**src/rtl/binary_rle.sv**
```systemverilog
// Binary run-length encoder: collapses a pixel stream into {value, length, last} runs
// and queues them in a small output FIFO that can absorb two runs per cycle.
module binary_rle #(
  parameter int FIFO_DEPTH = 4
) (
  input  logic                          clk,
  input  logic                          rst_n,
  input  logic                          bin_in,
  input  logic                          bin_valid,
  input  logic                          line_end,
  output logic [8:0]                    run_data,
  output logic                          run_last,
  output logic                          run_valid,
  input  logic                          run_ready,
  output logic [$clog2(FIFO_DEPTH):0]   fifo_level,
  output logic                          overflow
);

  localparam int AW = $clog2(FIFO_DEPTH);
  localparam int LW = AW + 1;

  typedef enum logic {
    S_IDLE = 1'b0,
    S_RUN  = 1'b1
  } state_t;

  state_t         r_state;
  state_t         w_state_nxt;
  logic           r_cur_val;
  logic           w_cur_val_nxt;
  logic [7:0]     r_cur_len;
  logic [7:0]     w_cur_len_nxt;

  // Entry layout: [9]=last, [8]=pixel value, [7:0]=run length
  logic           w_push0;
  logic           w_push1;
  logic [9:0]     w_ent0;
  logic [9:0]     w_ent1;

  logic [9:0]     r_mem [FIFO_DEPTH];
  logic [AW-1:0]  r_rd_ptr;
  logic [AW-1:0]  r_wr_ptr;
  logic [AW-1:0]  w_wr_ptr1;
  logic [LW-1:0]  r_level;
  logic [LW-1:0]  w_level_nxt;
  logic [LW-1:0]  w_free;
  logic [1:0]     w_req;
  logic [1:0]     w_writes;
  logic           w_pop;
  logic           w_drop;
  logic           w_wr0;
  logic           w_wr1;
  logic           r_overflow;

  // Run tracker: decides the next open run and which entries close this cycle
  always_comb begin
    w_state_nxt   = r_state;
    w_cur_val_nxt = r_cur_val;
    w_cur_len_nxt = r_cur_len;
    w_push0       = 1'b0;
    w_push1       = 1'b0;
    w_ent0        = 10'd0;
    w_ent1        = 10'd0;
    if (bin_valid) begin
      case (r_state)
        S_IDLE: begin
          if (line_end) begin
            w_push0 = 1'b1;
            w_ent0  = {1'b1, bin_in, 8'd1};
          end else begin
            w_state_nxt   = S_RUN;
            w_cur_val_nxt = bin_in;
            w_cur_len_nxt = 8'd1;
          end
        end
        S_RUN: begin
          if ((bin_in == r_cur_val) && (r_cur_len != 8'd255)) begin
            if (line_end) begin
              w_push0     = 1'b1;
              w_ent0      = {1'b1, r_cur_val, r_cur_len + 8'd1};
              w_state_nxt = S_IDLE;
            end else begin
              w_cur_len_nxt = r_cur_len + 8'd1;
            end
          end else begin
            // Value change or saturated length closes the current run first
            w_push0 = 1'b1;
            w_ent0  = {1'b0, r_cur_val, r_cur_len};
            if (line_end) begin
              w_push1     = 1'b1;
              w_ent1      = {1'b1, bin_in, 8'd1};
              w_state_nxt = S_IDLE;
            end else begin
              w_cur_val_nxt = bin_in;
              w_cur_len_nxt = 8'd1;
            end
          end
        end
        default: begin
          w_state_nxt = S_IDLE;
        end
      endcase
    end else begin
      w_state_nxt = r_state;
    end
  end

  // Run tracker state register
  always_ff @(posedge clk or negedge rst_n) begin
    if (!rst_n) begin
      r_state   <= S_IDLE;
      r_cur_val <= 1'b0;
      r_cur_len <= 8'd0;
    end else begin
      r_state   <= w_state_nxt;
      r_cur_val <= w_cur_val_nxt;
      r_cur_len <= w_cur_len_nxt;
    end
  end

  // Space accounting: a pop in the same cycle frees a slot for an incoming entry
  always_comb begin
    w_pop     = (r_level != {LW{1'b0}}) && run_ready;
    w_free    = LW'(FIFO_DEPTH) - r_level + LW'(w_pop);
    w_req     = {1'b0, w_push0} + {1'b0, w_push1};
    w_wr_ptr1 = r_wr_ptr + AW'(1'b1);
    if (LW'(w_req) > w_free) begin
      w_drop   = 1'b1;
      w_writes = w_free[1:0];
    end else begin
      w_drop   = 1'b0;
      w_writes = w_req;
    end
    w_wr0       = (w_writes != 2'd0);
    w_wr1       = (w_writes == 2'd2);
    w_level_nxt = r_level + LW'(w_writes) - LW'(w_pop);
  end

  // FIFO storage and pointers; entries are written in push order
  always_ff @(posedge clk or negedge rst_n) begin
    if (!rst_n) begin
      for (int i = 0; i < FIFO_DEPTH; i++) begin
        r_mem[i] <= 10'd0;
      end
      r_rd_ptr   <= {AW{1'b0}};
      r_wr_ptr   <= {AW{1'b0}};
      r_level    <= {LW{1'b0}};
      r_overflow <= 1'b0;
    end else begin
      if (w_wr0) begin
        r_mem[r_wr_ptr] <= w_ent0;
      end
      if (w_wr1) begin
        r_mem[w_wr_ptr1] <= w_ent1;
      end
      if (w_pop) begin
        r_rd_ptr <= r_rd_ptr + AW'(1'b1);
      end
      if (w_drop) begin
        r_overflow <= 1'b1;
      end
      r_wr_ptr <= r_wr_ptr + AW'(w_writes);
      r_level  <= w_level_nxt;
    end
  end

  // Head view of the FIFO
  always_comb begin
    run_data   = r_mem[r_rd_ptr][8:0];
    run_last   = r_mem[r_rd_ptr][9];
    run_valid  = (r_level != {LW{1'b0}});
    fifo_level = r_level;
    overflow   = r_overflow;
  end

endmodule

```
**config.mk**
```make
export PLATFORM = sky130hd
export DESIGN_NAME = binary_rle
export DESIGN_NICKNAME = d
export VERILOG_FILES = /design/src/rtl/binary_rle.sv
export SDC_FILE = /design/constraint.sdc
export NUM_CORES = 1
export LEC_CHECK = 0
export ABC_AREA = 1
export CAP_MARGIN = 10
export CORE_MARGIN = 2
export CORE_UTILIZATION = 35
export CTS_CLUSTER_DIAMETER = 150
export DETAILED_ROUTE_END_ITERATION = 8
export GPL_TIMING_DRIVEN = 0
export PLACE_DENSITY_LB_ADDON = 0.25
export SETUP_SLACK_MARGIN = 0.2
export SLEW_MARGIN = 15
export SYNTH_ARGS = -nofsm -noshare
export SYNTH_HDL_FRONTEND = slang
export SYNTH_SLANG_ARGS = --single-unit
export TNS_END_PERCENT = 100
```
**constraint.sdc**
```tcl
create_clock -name clk -period 7.15 [get_ports clk]
set_clock_uncertainty 0.2 [all_clocks]
set_input_delay 1.43 -clock clk [delete_from_list [all_inputs] [get_ports clk]]
set_output_delay 1.43 -clock clk [all_outputs]
set_load 0.02 [all_outputs]
```
Figure 1. Clock wires, drivers and flops.
Drawn at 4 px/um.
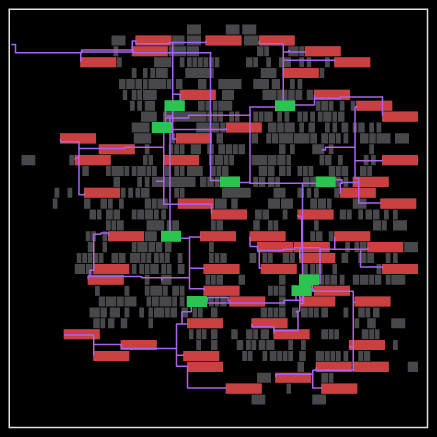
Key: green = clock drivers [count 9]; red = flip-flops [count 58]; purple = clock wires [length 888 um]
There are 10 routed clock nets. Position of the flops: widely spread.

Figure 2. Clock nets.
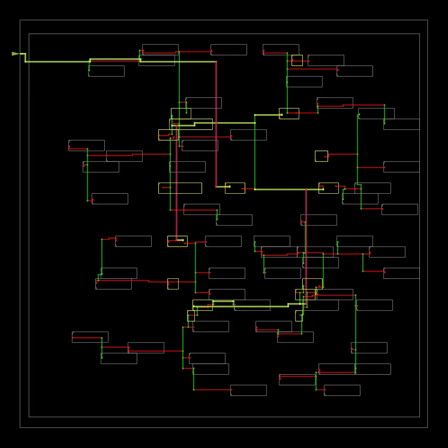
# clk buffers: 9
number of buffers created by CTS: 9

Figure 3. Metal 3.
Drawn at 4 px/um.
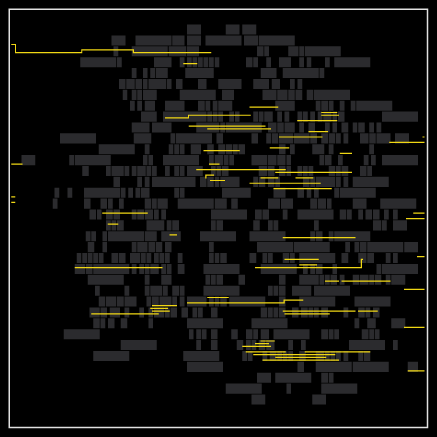
The layer carries 593 um of wire. The wires run mostly horizontal. The layer holds 6.4% of the routed length.

[Yosys cell counts, types with 2 or more instances]
cell type	n
sky130_fd_sc_hd__a21oi_1	10
sky130_fd_sc_hd__a21oi_2	4
sky130_fd_sc_hd__a22oi_1	2
sky130_fd_sc_hd__buf_4	3
sky130_fd_sc_hd__buf_6	5
sky130_fd_sc_hd__clkbuf_1	7
sky130_fd_sc_hd__dfrtp_1	58
sky130_fd_sc_hd__ha_1	6
sky130_fd_sc_hd__inv_1	46
sky130_fd_sc_hd__nand2_1	82
sky130_fd_sc_hd__nand2_2	8
sky130_fd_sc_hd__nand3_1	34
sky130_fd_sc_hd__nand3_2	4
sky130_fd_sc_hd__nand4_1	2
sky130_fd_sc_hd__nor2_1	99
sky130_fd_sc_hd__nor3_1	3
sky130_fd_sc_hd__o211ai_1	4
sky130_fd_sc_hd__o21ai_0	65
sky130_fd_sc_hd__o21ai_1	2
sky130_fd_sc_hd__o22ai_1	11
sky130_fd_sc_hd__xnor2_1	2
sky130_fd_sc_hd__xor2_1	8
[layer usage]
layer  part of all wire [%]  up-vias  track usage (%)
met3                    6.4        6             4.51
met1                     48     1542             25.7
met5                      0        -                0
li1                       -     1612                -
met2                     45      110             28.1
met4                   0.97        0             4.73
[path summary, 6_finish.rpt]
path,start,to,cells after the start
max in group asynchronous,rst_n,r_mem[19],1
worst max-delay path,bin_in,fifo_level[2],21
worst max register to register,r_cur_len[0],fifo_level[2],23
min in group asynchronous,rst_n,r_mem[5],1
worst min-delay path,overflow,overflow,2
worst min register to register,overflow,overflow,2
[power by group]
part | internal (uW) | total, uW | switching, uW
clock | 195 | 338 | 143
combinational | 381 | 1010 | 631
sequential | 475 | 570 | 95.1
total | 1050 | 1920 | 869
[registers in the layout, summed over array words and instances (netlist names)]
signal and count:
fifo_level 3, overflow 1, r_cur_len 8, r_cur_val 1
r_mem 40, r_rd_ptr 2, r_state 1, r_wr_ptr 2
[logic make-up (layout without fill, tap and decap cells)]
kind of cell / after synthesis / count (layout)
AND/OR/NAND/NOR: 237 / 237
adder cells (fa/ha/maj): 7 / 7
XOR/XNOR: 11 / 11
buffers and inverters: 62 / 96
AND-OR/OR-AND: 100 / 100
flip-flops: 58 / 58
[worst reg2reg max path: cells and delay by family, from the launching register on]
kind / cells / cell delay [ps]
buf+inv: 3 / 360
compound gates: 2 / 350
simple gates: 11 / 1320
flops: 1 / 450
fa+ha+maj: 5 / 1350
xor+xnor: 2 / 360
[cell type report]
class | count | area (um^2) | share of cell area (%)
clock inverter | 7 | 93.8 | 2.30
buffer | 15 | 105 | 2.58
multi-input combinational | 355 | 1780 | 43.6
clock buffer | 9 | 124 | 3.04
sequential | 58 | 1450 | 35.6
inverter | 47 | 179 | 4.39
tap | 133 | 166 | 4.08
timing repair buffer | 18 | 178 | 4.36
[stage by stage]
| stage | cell area [um^2] | total power, uW | hold slack, ps | util (%) |
|---|---|---|---|---|
| global route | 4070 | 2080 | 301 | 41.7 |
| floorplan | 3510 | 1250 | 275 | - |
| global placement | 3860 | 1560 | 259 | 39.5 |
| CTS | 4070 | 1920 | 274 | 41.7 |
| finish | 4070 | 1920 | 264 | 41.7 |
| detailed placement | 3860 | 1580 | 258 | 39.5 |
==> qor.tcl <==
set qor(synth_stat.cells) 475
set qor(gp_congestion) 0.894
set qor(synth-seq-cells) 58
set qor(first_pass_grt_wire_length_um) 15900
set qor(port-buffer-count) 18
set qor(slowest_stage_delay_on_critical_path_ps) 470
set qor(irDropWorstVdd_mv) 0.156
set qor(place.detailed.hpwl_um) 6730
set qor(outcome) {completed}
set qor(post_cts.resized_instances) 0
set qor(cts.clk_slew.worst_paths_ps) 70
set qor(clock_tree_from_tritoncts) {done}
set qor(route.antenna.remaining_nets) 0
set qor(most_numerous_logic_cells_after_layout) {sky130_fd_sc_hd__nor2_1 (99), sky130_fd_sc_hd__nand2_1 (82), sky130_fd_sc_hd__o21ai_0 (65), sky130_fd_sc_hd__dfrtp_1 (58), sky130_fd_sc_hd__inv_1 (46)}
set qor(cp.arrival_ps) 5540
set qor(clock_latency_at_the_later_pin_of_the_worst_skew_pair_ps) 340
set qor(hp_class) {register to register}
set qor(drive_gt1_share_pct) 9.23
set qor(layout.cells.non_filler) 642
set qor(timing.setup.tns_ps) 0
set qor(synth-warning-count) 0
set qor(synth-edff-count) 0
set qor(tightestPinTransition_ps) 763
set qor(worstSetupStartpointType) {input pin}
set qor(synth_top_cell_by_area) {sky130_fd_sc_hd__dfrtp_1}
set qor(initial_utilization_pct) 35.9
set qor(post_synth.cell_area_avg_um2) 7.39
set qor(finalWorstPathRequiredPeriod_ps) 5480
set qor(final_common_cell) {sky130_fd_sc_hd__nor2_1}
set qor(areaGrowthSynthToFinish_pct) 16.0
set qor(grt_pass1_vias) 3186
set qor(cell_type_count) 32
set qor(mux_share_pct) 0
set qor(syn_nets) 488
set qor(drt-wirelength-per-cell_um) 14.4
set qor(floorplan.io_pins) 21
set qor(log.warning_count) 26
set qor(timing.max_cap.violations) 0
set qor(leakage_component_of_the_power_uw) 0.00194
set qor(register_area_share_after_synthesis_pct) 41.3
set qor(vias_per_cell) 5.09
set qor(synth.cellmix.adderShare_pct) 2.71
set qor(crit_path_cell_trace) {clkdlybuf4s50_1 > xnor2_1 > nand2_2 > nor2_1 > nand2_1 > nand2_1 > inv_1 > ha_1 > ha_1 > o21ai_1 > nand2_1 > o21bai_1 > nand2_2 > buf_6 > buf_6 > nand3_1 > nand2_1 > ha_1 > fa_1 > xnor2_1 > xor2_1}
set qor(synth.yosys.chip_area_um2) 3510
set qor(placeableCoreArea_um2) 9770
set qor(crit_slowest_cell) {sky130_fd_sc_hd__clkdlybuf4s50_1}
set qor(netlist_instances) 475
set qor(clk_root_buffer_cell) {sky130_fd_sc_hd__clkbuf_8}
Power is estimated from default activity; no workload was simulated.
